==> run_1/metal_stack.png <==
Only two layers are drawn.
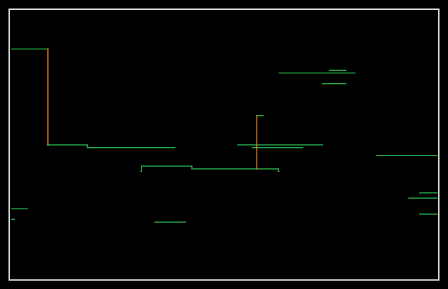
==> run_1/registers.png <==
The bar under the picture is 20 µm long. Other sequential cells in the stronger grey, the rest of the logic in the fainter grey.
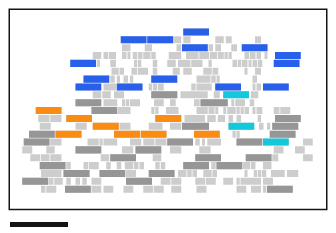
==> run_1/gate_families.png <==
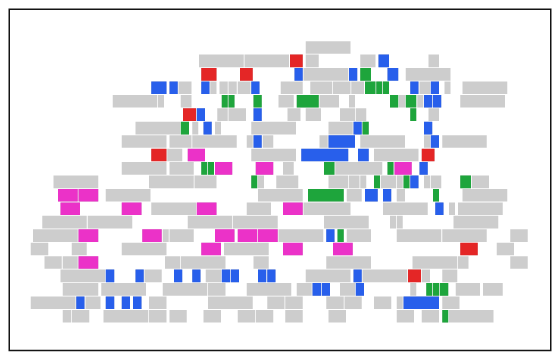
==> run_1/drive_strength.png <==
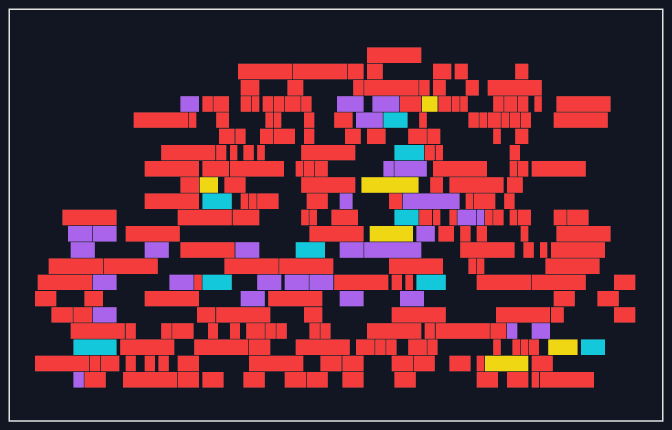
**src/rtl/trivium_uart_defs.sv**
```systemverilog
// rtl/trivium_uart_defs.sv - shared constants for the Trivium UART link
// Receiver state encodings, byte width and bit-period computation.
package trivium_uart_defs;

  localparam int BYTE_W = 8;

  localparam logic [2:0] ST_IDLE  = 3'd0;
  localparam logic [2:0] ST_START = 3'd1;
  localparam logic [2:0] ST_DATA  = 3'd2;
  localparam logic [2:0] ST_STOP  = 3'd3;
  localparam logic [2:0] ST_BREAK = 3'd4;

  function automatic int clks_per_bit(input int clk_freq, input int baud_rate);
    return clk_freq / baud_rate;
  endfunction

endpackage

```
**src/rtl/cipher_rx_frame.sv**
```systemverilog
// rtl/cipher_rx_frame.sv - 8N1 UART receiver with input synchroniser
// Emits a one-cycle rx_done with the received byte, or frame_err on a low stop bit.
module cipher_rx_frame
  import trivium_uart_defs::*;
#(
  parameter int CLKS_PER_BIT = 16
) (
  input  logic              clk,
  input  logic              rst_n,
  input  logic              ena,
  input  logic              serial_in,
  output logic              rx_done,
  output logic [BYTE_W-1:0] rx_byte,
  output logic              frame_err
);

  localparam int CNT_W = $clog2(CLKS_PER_BIT + 1);
  localparam logic [CNT_W-1:0] CNT_LAST = CNT_W'(CLKS_PER_BIT - 1);
  localparam logic [CNT_W-1:0] CNT_HALF = CNT_W'(CLKS_PER_BIT / 2 - 1);

  logic              sync_q1;
  logic              rx_s;
  logic [2:0]        state;
  logic [CNT_W-1:0]  cnt;
  logic [2:0]        bit_idx;
  logic [BYTE_W-1:0] shift_q;

  // The shift register is untouched between the stop sample and the next
  // frame's first data bit, so it can be presented directly as the byte.
  assign rx_byte = shift_q;

  always_ff @(posedge clk or negedge rst_n) begin
    if (!rst_n) begin
      sync_q1   <= 1'b1;
      rx_s      <= 1'b1;
      state     <= ST_IDLE;
      cnt       <= '0;
      bit_idx   <= '0;
      shift_q   <= '0;
      rx_done   <= 1'b0;
      frame_err <= 1'b0;
    end else begin
      sync_q1   <= serial_in;
      rx_s      <= sync_q1;
      rx_done   <= 1'b0;
      frame_err <= 1'b0;
      case (state)
        ST_IDLE: begin
          if (ena && !rx_s) begin
            state <= ST_START;
            cnt   <= '0;
          end
        end
        ST_START: begin
          if (cnt == CNT_HALF) begin
            cnt     <= '0;
            bit_idx <= '0;
            state   <= rx_s ? ST_IDLE : ST_DATA;
          end else begin
            cnt <= cnt + CNT_W'(1);
          end
        end
        ST_DATA: begin
          if (cnt == CNT_LAST) begin
            cnt     <= '0;
            shift_q <= {rx_s, shift_q[BYTE_W-1:1]};
            if (bit_idx == 3'd7) begin
              state <= ST_STOP;
            end else begin
              bit_idx <= bit_idx + 3'd1;
            end
          end else begin
            cnt <= cnt + CNT_W'(1);
          end
        end
        ST_STOP: begin
          if (cnt == CNT_LAST) begin
            cnt <= '0;
            if (rx_s) begin
              rx_done <= 1'b1;
              state   <= ST_IDLE;
            end else begin
              frame_err <= 1'b1;
              state     <= ST_BREAK;
            end
          end else begin
            cnt <= cnt + CNT_W'(1);
          end
        end
        ST_BREAK: begin
          // Hold off until the line returns high so a stuck-low line cannot retrigger.
          if (rx_s) begin
            state <= ST_IDLE;
          end
        end
        default: state <= ST_IDLE;
      endcase
    end
  end

endmodule

```
**src/rtl/trivium_rx_decrypt.sv**
```systemverilog
// rtl/trivium_rx_decrypt.sv - UART ciphertext receiver with Trivium keystream XOR
// Single-entry pending stage feeding a valid/ready plaintext output register.
module trivium_rx_decrypt
  import trivium_uart_defs::*;
#(
  parameter int CLK_FREQ  = 100000000,
  parameter int BAUD_RATE = 9600
) (
  input  logic              clk,
  input  logic              rst_n,
  input  logic              ena,
  input  logic              serial_in,
  input  logic [BYTE_W-1:0] keystream_byte,
  input  logic              keystream_valid,
  output logic              keystream_read,
  output logic [BYTE_W-1:0] pt_data,
  output logic              pt_valid,
  input  logic              pt_ready,
  output logic              frame_err,
  output logic              overrun,
  output logic              sync_lost
);

  localparam int CLKS_PER_BIT = clks_per_bit(CLK_FREQ, BAUD_RATE);

  logic              rx_done;
  logic [BYTE_W-1:0] rx_byte;
  logic [BYTE_W-1:0] cipher_q;
  logic              cipher_pending;
  logic              decrypt_fire;
  logic              drop_byte;

  cipher_rx_frame #(
    .CLKS_PER_BIT(CLKS_PER_BIT)
  ) u_rx (
    .clk      (clk),
    .rst_n    (rst_n),
    .ena      (ena),
    .serial_in(serial_in),
    .rx_done  (rx_done),
    .rx_byte  (rx_byte),
    .frame_err(frame_err)
  );

  // keystream_read is combinational so the generator advances in the same
  // cycle its byte is used; a registered strobe would let a reloaded pending
  // byte reuse stale keystream.
  assign decrypt_fire   = cipher_pending && keystream_valid && (!pt_valid || pt_ready);
  assign drop_byte      = rx_done && cipher_pending && !decrypt_fire;
  assign keystream_read = decrypt_fire;

  always_ff @(posedge clk or negedge rst_n) begin
    if (!rst_n) begin
      cipher_q       <= '0;
      cipher_pending <= 1'b0;
      pt_data        <= '0;
      pt_valid       <= 1'b0;
      overrun        <= 1'b0;
      sync_lost      <= 1'b0;
    end else begin
      overrun <= drop_byte;
      if (frame_err || drop_byte) begin
        sync_lost <= 1'b1;
      end

      if (rx_done && !drop_byte) begin
        cipher_q       <= rx_byte;
        cipher_pending <= 1'b1;
      end else if (decrypt_fire) begin
        cipher_pending <= 1'b0;
      end

      if (decrypt_fire) begin
        pt_data  <= cipher_q ^ keystream_byte;
        pt_valid <= 1'b1;
      end else if (pt_ready) begin
        pt_valid <= 1'b0;
      end
    end
  end

endmodule

```
**config.mk**
```make
export PLATFORM = sky130hd
export DESIGN_NAME = trivium_rx_decrypt
export DESIGN_NICKNAME = d
export VERILOG_FILES = /design/src/rtl/trivium_uart_defs.sv /design/src/rtl/cipher_rx_frame.sv /design/src/rtl/trivium_rx_decrypt.sv
export SDC_FILE = /design/constraint.sdc
export NUM_CORES = 1
export LEC_CHECK = 0
export CORE_ASPECT_RATIO = 0.6
export CORE_MARGIN = 4
export CORE_UTILIZATION = 40
export CTS_BUF_LIST = sky130_fd_sc_hd__clkbuf_8
export CTS_CLUSTER_SIZE = 24
export DETAILED_ROUTE_END_ITERATION = 7
export GPL_TIMING_DRIVEN = 0
export PLACE_DENSITY = 0.63
export SYNTH_ARGS = -nofsm -noshare
export SYNTH_HDL_FRONTEND = slang
export SYNTH_HIERARCHICAL = 1
export SYNTH_SLANG_ARGS = --single-unit
```
**constraint.sdc**
```tcl
create_clock -name clk -period 3.7 [get_ports clk]
set_clock_uncertainty 0.2 [all_clocks]
set_input_delay 0.74 -clock clk [delete_from_list [all_inputs] [get_ports clk]]
set_output_delay 0.74 -clock clk [all_outputs]
set_load 0.02 [all_outputs]
```
==> qor.txt, run 1 <==
Vias in the first global route -> 1644
DP Cell Count -> 324
Post-synth EDFFs -> 0
Basic Gates by Area -> 16.00%
Vias -> 1685
Comb. cell area -> 0.001075 mm²
Top_reg_cell synth -> dfrtp_1
Global-route wire length before repair -> 8169 µm
Setup ws final -> 0.3052 ns
Outcome -> finished, final reports clean
Post-synth ARST share -> 100.0%
# fillers -> 483
Core Util, Final -> 50.88%
Distinct cell type count after synthesis -> 44
Log Warnings -> 26
Post-Syn Instances -> 217
Ratio of cells with drive above 1 in the final layout -> 17.86%
CP arrival -> 2.45 ns
Number of routed nets with antenna violations -> 0
Pwr dens -> 315.7 mW/mm²
N_diodes -> 0
Row count -> 21
Largest net degree at the start of global routing -> 39
Sink Count -> 52
Post-layout period usage of the worst path -> 91.75%
RSZ-0062 raised after global routing -> no
Total wire length -> 4628 µm
Setup violations, final -> 0
DRT Pass-1 Iters -> 4
WS Path Type -> input pin to primary output
Max layer used -> met4
Yosys aoi share -> 14.07%
Crit end category -> primary output
Post-synth top cells -> dfrtp_1, o21ai_0, nand2_1
CTS tree -> yes
Achievable frequency -> 0.2946 GHz
Max Slew Vio Count -> 0
Final min period -> 3.395 ns
Max_cap viols -> 0
Yosys stat chip area -> 0.002464 mm²
Init Core Util -> 42.81%
Critical Path RT -> 2.76 ns
About metal_stack.png:
- orange: met4 (wire length 38.1 µm)
- green: met3 (wire length 190 µm)

About registers.png:
- blue: `u_rx/cnt` (flops 14)
- orange: `u_rx/rx_byte` (flops 8)
- cyan: `u_rx/state` (flops 3)

About gate_families.png:
- green: NAND gates (cells 28; most used nand2_1)
- magenta: multiplexers (cells 19; most used mux2_2)
- red: AND-OR and OR-AND gates (cells 8; most used a21o_1)
- blue: inverting AOI/OAI gates (cells 45; most used o21ai_0)

About drive_strength.png:
- yellow: drive 3 to 4 (cells 6; share 2.4%)
- purple: drive 2 (cells 30; share 12%; most used mux2_2)
- red: drive 1 or less (cells 207; share 82%; most used dfrtp_1)
- cyan: drive 6 and up (cells 9; share 3.6%; most used clkbuf_8)

==> run 1: per-layer routing <==
layer | track usage (%) | up-vias
li1 | - | 840
met1 | 21.42 | 817
met2 | 19.72 | 24
met3 | 3.163 | 4
met4 | 4.199 | 0
met5 | 0 | -
==> run 1: cell usage in the layout (no fill, tap or decap), types with 5 or more instances in the layout <==
cell type,count
o21ai_0,25
nand2_1,17
a21o_1,5
inv_1,11
nor2_1,8
clkdlybuf4s50_1,25
dfrtp_1,50
or3_1,7
xnor2_1,9
clkbuf_8,5
mux2_2,15
a21oi_1,11
==> run 1: state kept, by name, summed over array words and instances (netlist names) <==
name / count
pt_valid: 1
overrun: 1
u_rx/state: 3
u_rx/cnt: 14
u_rx/bit_idx: 3
u_rx/frame_err: 1
cipher_pending: 1
pt_data: 8
cipher_q: 8
sync_lost: 1
u_rx/rx_byte: 8
u_rx/sync_q1: 1
u_rx/rx_s: 1
u_rx/rx_done: 1
==> run 1: final timing paths <==
| path | from | slack, ns | to | cells past startpoint |
|---|---|---|---|---|
| worst min-delay path | rst_n | 0.12 | pt_data[1] | 1 |
| worst max-delay path | pt_ready | 0.31 | keystream_read | 6 |
| worst min register to register | u_rx/sync_q1 | 0.16 | u_rx/rx_s | 0 |
| min in group clk | u_rx/sync_q1 | 0.16 | u_rx/rx_s | 0 |
| max in group asynchronous | rst_n | 2.60 | u_rx/rx_s | 2 |
| worst max register to register | u_rx/cnt[0] | 1.52 | u_rx/cnt[3] | 8 |
==> run 1: report_power, final <==
group	leakage [µW]	switching, µW	total [µW]	internal [µW]
Combinational	0.000665	16.0	33.2	17.2
Sequential	0.000663	0.901	571	570
Clock	0.0000455	188	320	132
==> run 1: cell type report <==
type	count	area share [%]
buffer	5	1.496
clock buffer	5	2.350
clock inverter	3	0.6838
inverter	11	1.410
multi-input combinational	149	36.71
sequential	52	44.53
tap	80	3.419
timing repair buffer	27	9.402
==> run 1: worst max-delay path: stages <==
cell,delay [ns]
clkdlybuf4s50_1,0.46
or2b_2,0.32
nand3_1,0.12
buf_2,0.22
inv_1,0.06
clkdlybuf4s50_1,0.53
==> run 1: logic make-up (layout without fill, tap and decap cells) <==
logic type,count (synthesis),in the layout
muxes,19,19
and+or+nand+nor,64,64
DFF,52,52
xor gates and xnor gates,10,10
buffers and inverters,16,51
adders and majority gates,3,3
AOI/OAI and AO/OA,53,53
==> run 1: stage by stage <==
| step | instance area [µm²] | hold slack, ns |
|---|---|---|
| 2_1_floorplan | 2464 | 0.1452 |
| 6_report | 2928 | 0.1249 |
| 3_3_place_gp | 2824 | 0.1505 |
| 3_5_place_dp | 2839 | 0.1513 |
| 4_1_cts | 2928 | 0.1228 |
| 5_1_grt | 2928 | 0.1326 |
==> run 1 -> run 2 <==
--- a/config.mk
+++ b/config.mk
@@ -6,7 +6,7 @@
 export NUM_CORES = 1
 export LEC_CHECK = 0
 export CORE_ASPECT_RATIO = 0.6
-export CORE_MARGIN = 4
+export CORE_MARGIN = 2
 export CORE_UTILIZATION = 40
 export CTS_BUF_LIST = sky130_fd_sc_hd__clkbuf_8
 export CTS_CLUSTER_SIZE = 24
@@ -17,3 +17,4 @@
 export SYNTH_HDL_FRONTEND = slang
 export SYNTH_HIERARCHICAL = 1
 export SYNTH_SLANG_ARGS = --single-unit
+export TNS_END_PERCENT = 10
==> run_2/final_congestion.png <==
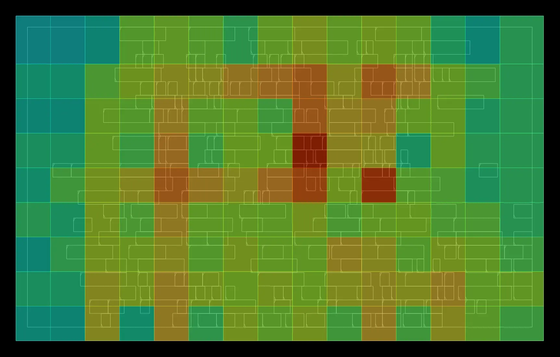
M1 GR Usage: 24.65%
most utilized layer in the global route result: met1
WL/cell: 13.68 µm
GR Layer Usage met2: 20.89%

==> run 2 against run 1 <==
Effect of this change: fmax hardly changed; synthesized cell count stayed put; die area is 9.3% lower; setup slack improved by 0.0018 ns; combinational power about the same; sequential power about the same; routed wire length shrank 0.71%; clock power rose by 27%; critical path type unchanged; largest cell class unchanged.
==> qor.txt, run 2 <==
Outcome -> finished, final reports clean
Critical Path RT -> 2.76 ns (about the same)
CTS tree -> yes
Top Layout Cells -> dfrtp_1, o21ai_0, clkdlybuf4s50_1, nand2_1, mux2_2
Starting DRT DRC Count -> 88
Largest net degree at the start of global routing -> 39 (unchanged)
Crit end category -> primary output
Post-layout period usage of the worst path -> 91.70% (about the same)
Design Area, Final -> 0.002965 mm² (+1.3%)
Initial antenna violation count -> 0
N_diodes -> 0 (unchanged)
CP arrival -> 2.45 ns (about the same)
Top_reg_cell synth -> dfrtp_1
RSZ-0062 raised after global routing -> no
Syn. warnings -> 6
Setup violations, final -> 0 (unchanged)
Post-Syn Instances -> 217 (unchanged)
Pwr dens -> 341.0 mW/mm² (+8.0%)
Max reg flops -> 14 (unchanged)
Post-synth seq share -> 52.92%
Row count -> 22 (+4.8%)
Post-synth EDFFs -> 0 (unchanged)
Achievable frequency -> 0.2947 GHz (about the same)
Global-route wire length before repair -> 8438 µm (+3.3%)
Sink Count -> 52 (unchanged)
Post-synth top cells -> dfrtp_1, o21ai_0, nand2_1
Most flops, register -> u_rx/cnt
I/O pin total -> 27
Die Y -> 64.79 µm
Max Slew Vio Count -> 0 (unchanged)
Log Warnings -> 26 (unchanged)
Total wire length -> 4595 µm (-0.71%)
Yosys stat chip area -> 0.002464 mm² (unchanged)
Init Core Util -> 40.87% (-1.9 points)
Max_cap viols -> 0 (unchanged)
Largest cells by area after synthesis -> dfrtp_1, mux2_2, o21ai_0
Post-synth ARST share -> 100.0% (unchanged)
Area after DPL -> 0.002844 mm² (+0.18%)
Hold_ws -> 0.1276 ns (+0.002629 ns)
DRT Pass-1 Iters -> 4 (unchanged)
Distinct cell type count after synthesis -> 44 (unchanged)
Final min period -> 3.393 ns (-0.001838 ns)
Ratio of cells with drive above 1 in the final layout -> 18.25% (+0.40 points)
WS Path Type -> input pin to primary output
Vias -> 1697 (+0.71%)
Number of routed nets with antenna violations -> 0 (unchanged)
Core Util, Final -> 49.19% (-1.7 points)
Vias in the first global route -> 1695 (+3.1%)
==> run_2/drive_strength.png <==
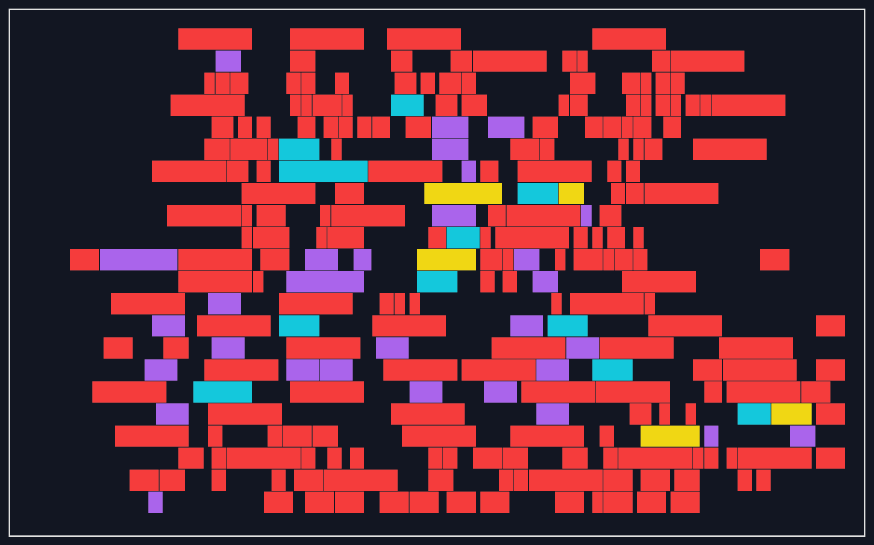
- purple: drive 2 (cells 30; share 12%; most used mux2_2)
- cyan: drive 6 and up (cells 11; share 4.4%; most used clkbuf_8)
- red: drive 1 or less (cells 206; share 82%; most used dfrtp_1)
- yellow: drive 3 to 4 (cells 5; share 2.0%)

-- run 2: area by class of cell --
type,instances,area [µm²]
Fill cell,539,3063
Sequential cell,52,1304
Multi-Input combinational cell,149,1075
Timing Repair Buffer,27,275.3
Tap cell,84,105.1
Clock buffer,6,82.58
Buffer,5,43.79
Inverter,11,41.29
Clock inverter,2,38.79
-- run 2: stage by stage --
stage / power (µW) / cells / setup WS [ns]
3_3_place_gp: 614.8 / 327 / 0.1033
3_5_place_dp: 616.8 / 328 / 0.3131
4_1_cts: 1030 / 336 / 0.3035
5_1_grt: 1064 / 336 / 0.2476
2_1_floorplan: 587.0 / 217 / 1.360
6_report: 1011 / 336 / 0.3071
-- run 2: final timing paths --
path	depth (start not counted)	start	slack [ns]	endpoint
min in group clk	0	u_rx/sync_q1	0.17	u_rx/rx_s
setup / recovery	6	pt_ready	0.31	keystream_read
setup reg to reg	8	u_rx/cnt[0]	1.49	u_rx/cnt[5]
hold reg to reg	0	u_rx/sync_q1	0.17	u_rx/rx_s
max in group asynchronous	2	rst_n	2.60	u_rx/rx_s
hold / removal	1	rst_n	0.13	cipher_q[4]
-- run 2: critical path: stages --
cell and delay [ns]:
clkdlybuf4s50_1 0.46, or2b_2 0.33, nand3_1 0.12, buf_2 0.23, inv_1 0.05, clkdlybuf4s50_1 0.53
-- run 2: power by group --
part / leakage (µW) / switching (µW) / internal, µW
sequential: 0.000663 / 1.10 / 570
clock: 0.0000614 / 186 / 221
combinational: 0.000665 / 16.1 / 17.2
total: 0.00139 / 203 / 808
-- run 2: logic make-up (layout without fill, tap and decap cells) --
| logic type | after synthesis | count (layout) | synth area share [%] |
|---|---|---|---|
| AOI/OAI and AO/OA | 53 | 53 | 14.07 |
| xor gates and xnor gates | 10 | 10 | 3.555 |
| adders and majority gates | 3 | 3 | 1.524 |
| buffers and inverters | 16 | 51 | 3.453 |
| DFF | 52 | 52 | 52.92 |
| muxes | 19 | 19 | 8.481 |
| and+or+nand+nor | 64 | 64 | 16.00 |
-- run 2: metal layers --
layer | part of all wire (%) | track usage, % | up-vias | wire [µm]
li1 | - | - | 844 | -
met1 | 57 | 24.65 | 816 | 2604
met2 | 39 | 20.89 | 29 | 1770
met3 | 3.3 | 3.722 | 8 | 151
met4 | 1.5 | 5.833 | 0 | 68
met5 | 0 | 0 | - | 0
==> run_2/registers.png <==
The bar under the picture is 20 µm long. Other sequential cells in the stronger grey, the rest of the logic in the fainter grey.
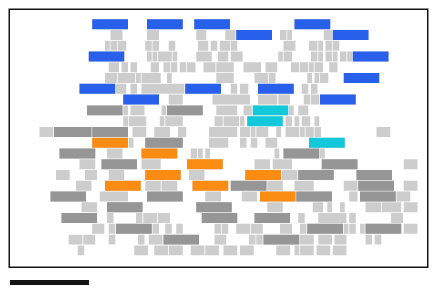

==> run 2 -> run 3 <==
--- a/config.mk
+++ b/config.mk
@@ -5,7 +5,7 @@
 export SDC_FILE = /design/constraint.sdc
 export NUM_CORES = 1
 export LEC_CHECK = 0
-export CORE_ASPECT_RATIO = 0.6
+export CORE_ASPECT_RATIO = 1.75
 export CORE_MARGIN = 2
 export CORE_UTILIZATION = 40
 export CTS_BUF_LIST = sky130_fd_sc_hd__clkbuf_8
@@ -13,6 +13,8 @@
 export DETAILED_ROUTE_END_ITERATION = 7
 export GPL_TIMING_DRIVEN = 0
 export PLACE_DENSITY = 0.63
+export SKIP_LAST_GASP = 1
+export SLEW_MARGIN = 20
 export SYNTH_ARGS = -nofsm -noshare
 export SYNTH_HDL_FRONTEND = slang
 export SYNTH_HIERARCHICAL = 1
==> run_3/registers.png <==
The bar under the picture is 20 µm long. Other sequential cells in the stronger grey, the rest of the logic in the fainter grey.
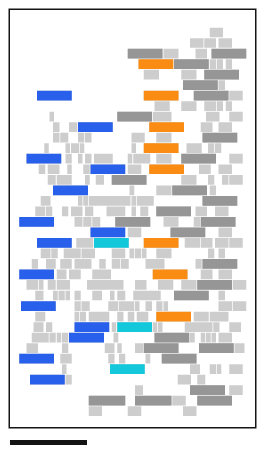
- cyan: `u_rx/state` (flops 3)
- blue: `u_rx/cnt` (flops 14)
- orange: `u_rx/rx_byte` (flops 8)
- not coloured: 27

==> run_3/gate_families.png <==
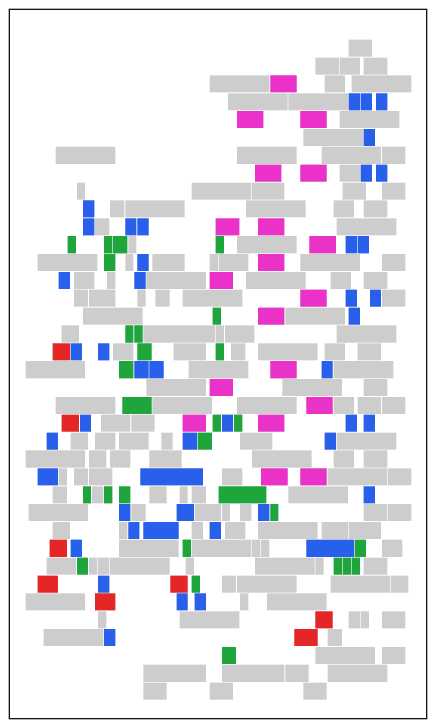
- red: AND-OR and OR-AND gates (cells 8; most used a21o_1)
- magenta: multiplexers (cells 19; most used mux2_2)
- green: NAND gates (cells 28; most used nand2_1)
- blue: inverting AOI/OAI gates (cells 45; most used o21ai_0)

==> run 3 against run 2 <==
Effect of this change: combinational power down 6.3%; hold slack improved by 0.040 ns; global-route usage fell by 0.83 points; synthesized cell count unchanged; non-clock buffer count is 1 lower; synthesized area unchanged; cell area decreased by 1.2%; critical path depth unchanged; via count increased by 1.0%.
==> qor.txt, run 3 <==
Outcome -> finished, final reports clean
I/O pin total -> 27 (unchanged)
Post-synth EDFFs -> 0 (unchanged)
Max reg flops -> 14 (unchanged)
N_diodes -> 0 (unchanged)
RSZ-0062 raised after global routing -> no
Initial antenna violation count -> 0 (unchanged)
Vias in the first global route -> 1733 (+2.2%)
Syn. warnings -> 6 (unchanged)
Init Core Util -> 41.58% (+0.71 points)
Critical R2R Capture -> u_rx/cnt[5]
CP Cell Sequence -> clkdlybuf4s50_1, or2b_2, nand3_1, buf_2, inv_1, clkdlybuf4s50_1
Largest cells by area after synthesis -> dfrtp_1, mux2_2, o21ai_0
Core Util, Final -> 49.45% (+0.26 points)
Power Total -> 993.9 µW (-1.7%)
Achievable frequency -> 0.2951 GHz (+0.12%)
Max_cap viols -> 0 (unchanged)
Distinct cell type count after synthesis -> 44 (unchanged)
Post-layout period usage of the worst path -> 91.59% (-0.11 points)
WL/cell -> 13.81 µm (+0.97%)
Top Layout Cells -> dfrtp_1, o21ai_0, clkdlybuf4s50_1, nand2_1, mux2_2
Hold depth -> 0
DRT Pass-1 Iters -> 4 (unchanged)
Most flops, register -> u_rx/cnt
[run 3: worst max-delay path by stage]
stage               startpoint        endpoint  slack (ns)  depth (start not counted)
CTS                   pt_ready  keystream_read        0.29                          6
detailed placement    pt_ready  keystream_read        0.29                          6
global placement         rst_n     u_rx/cnt[8]        0.09                          1
finish                pt_ready  keystream_read        0.31                          6
global route          pt_ready  keystream_read        0.21                          6
floorplan             pt_ready  keystream_read        1.36                          4
[run 3: report_power, final]
part | internal [µW] | total (µW) | switching [µW]
combinational | 15.4 | 31.3 | 15.9
clock | 200 | 392 | 191
sequential | 570 | 571 | 0.960
[run 3: cell type report]
class                   instances  area [µm²]
repair buffers                 26       257.7
flip-flops and latches         52        1304
plain buffers                   5       43.79
clock inverters                 3       42.54
multi-input cells             149        1075
inverters                      11       41.29
well taps                      78       97.59
fillers                       576        2995
clock buffers                   5       68.82
[run 3: kinds of logic (layout without fill, tap and decap cells)]
logic type | Yosys count | count (layout) | share of synthesized area (%)
XOR/XNOR | 10 | 10 | 3.555
AND-OR/OR-AND | 53 | 53 | 14.07
multiplexers | 19 | 19 | 8.481
adder cells (fa/ha/maj) | 3 | 3 | 1.524
buffers and inverters | 16 | 50 | 3.453
flip-flops | 52 | 52 | 52.92
AND/OR/NAND/NOR | 64 | 64 | 16.00
[run 3: routing by layer]
metal  part of all wire, %  GRT usage [%]
met1                    40          16.04
met2                    54          27.74
met5                     0              0
met4                   2.9          7.143
met3                   3.5          2.824
[run 3: metrics by stage]
step	worst slack (ns)	cell area [µm²]	hold WS, ns
finish	0.3111	2930	0.1672
detailed placement	0.2892	2819	0.1484
floorplan	1.360	2464	0.1452
global route	0.2137	2930	0.1648
global placement	0.08586	2821	0.1461
CTS	0.2857	2930	0.1684
Power is estimated from default activity; no workload was simulated.
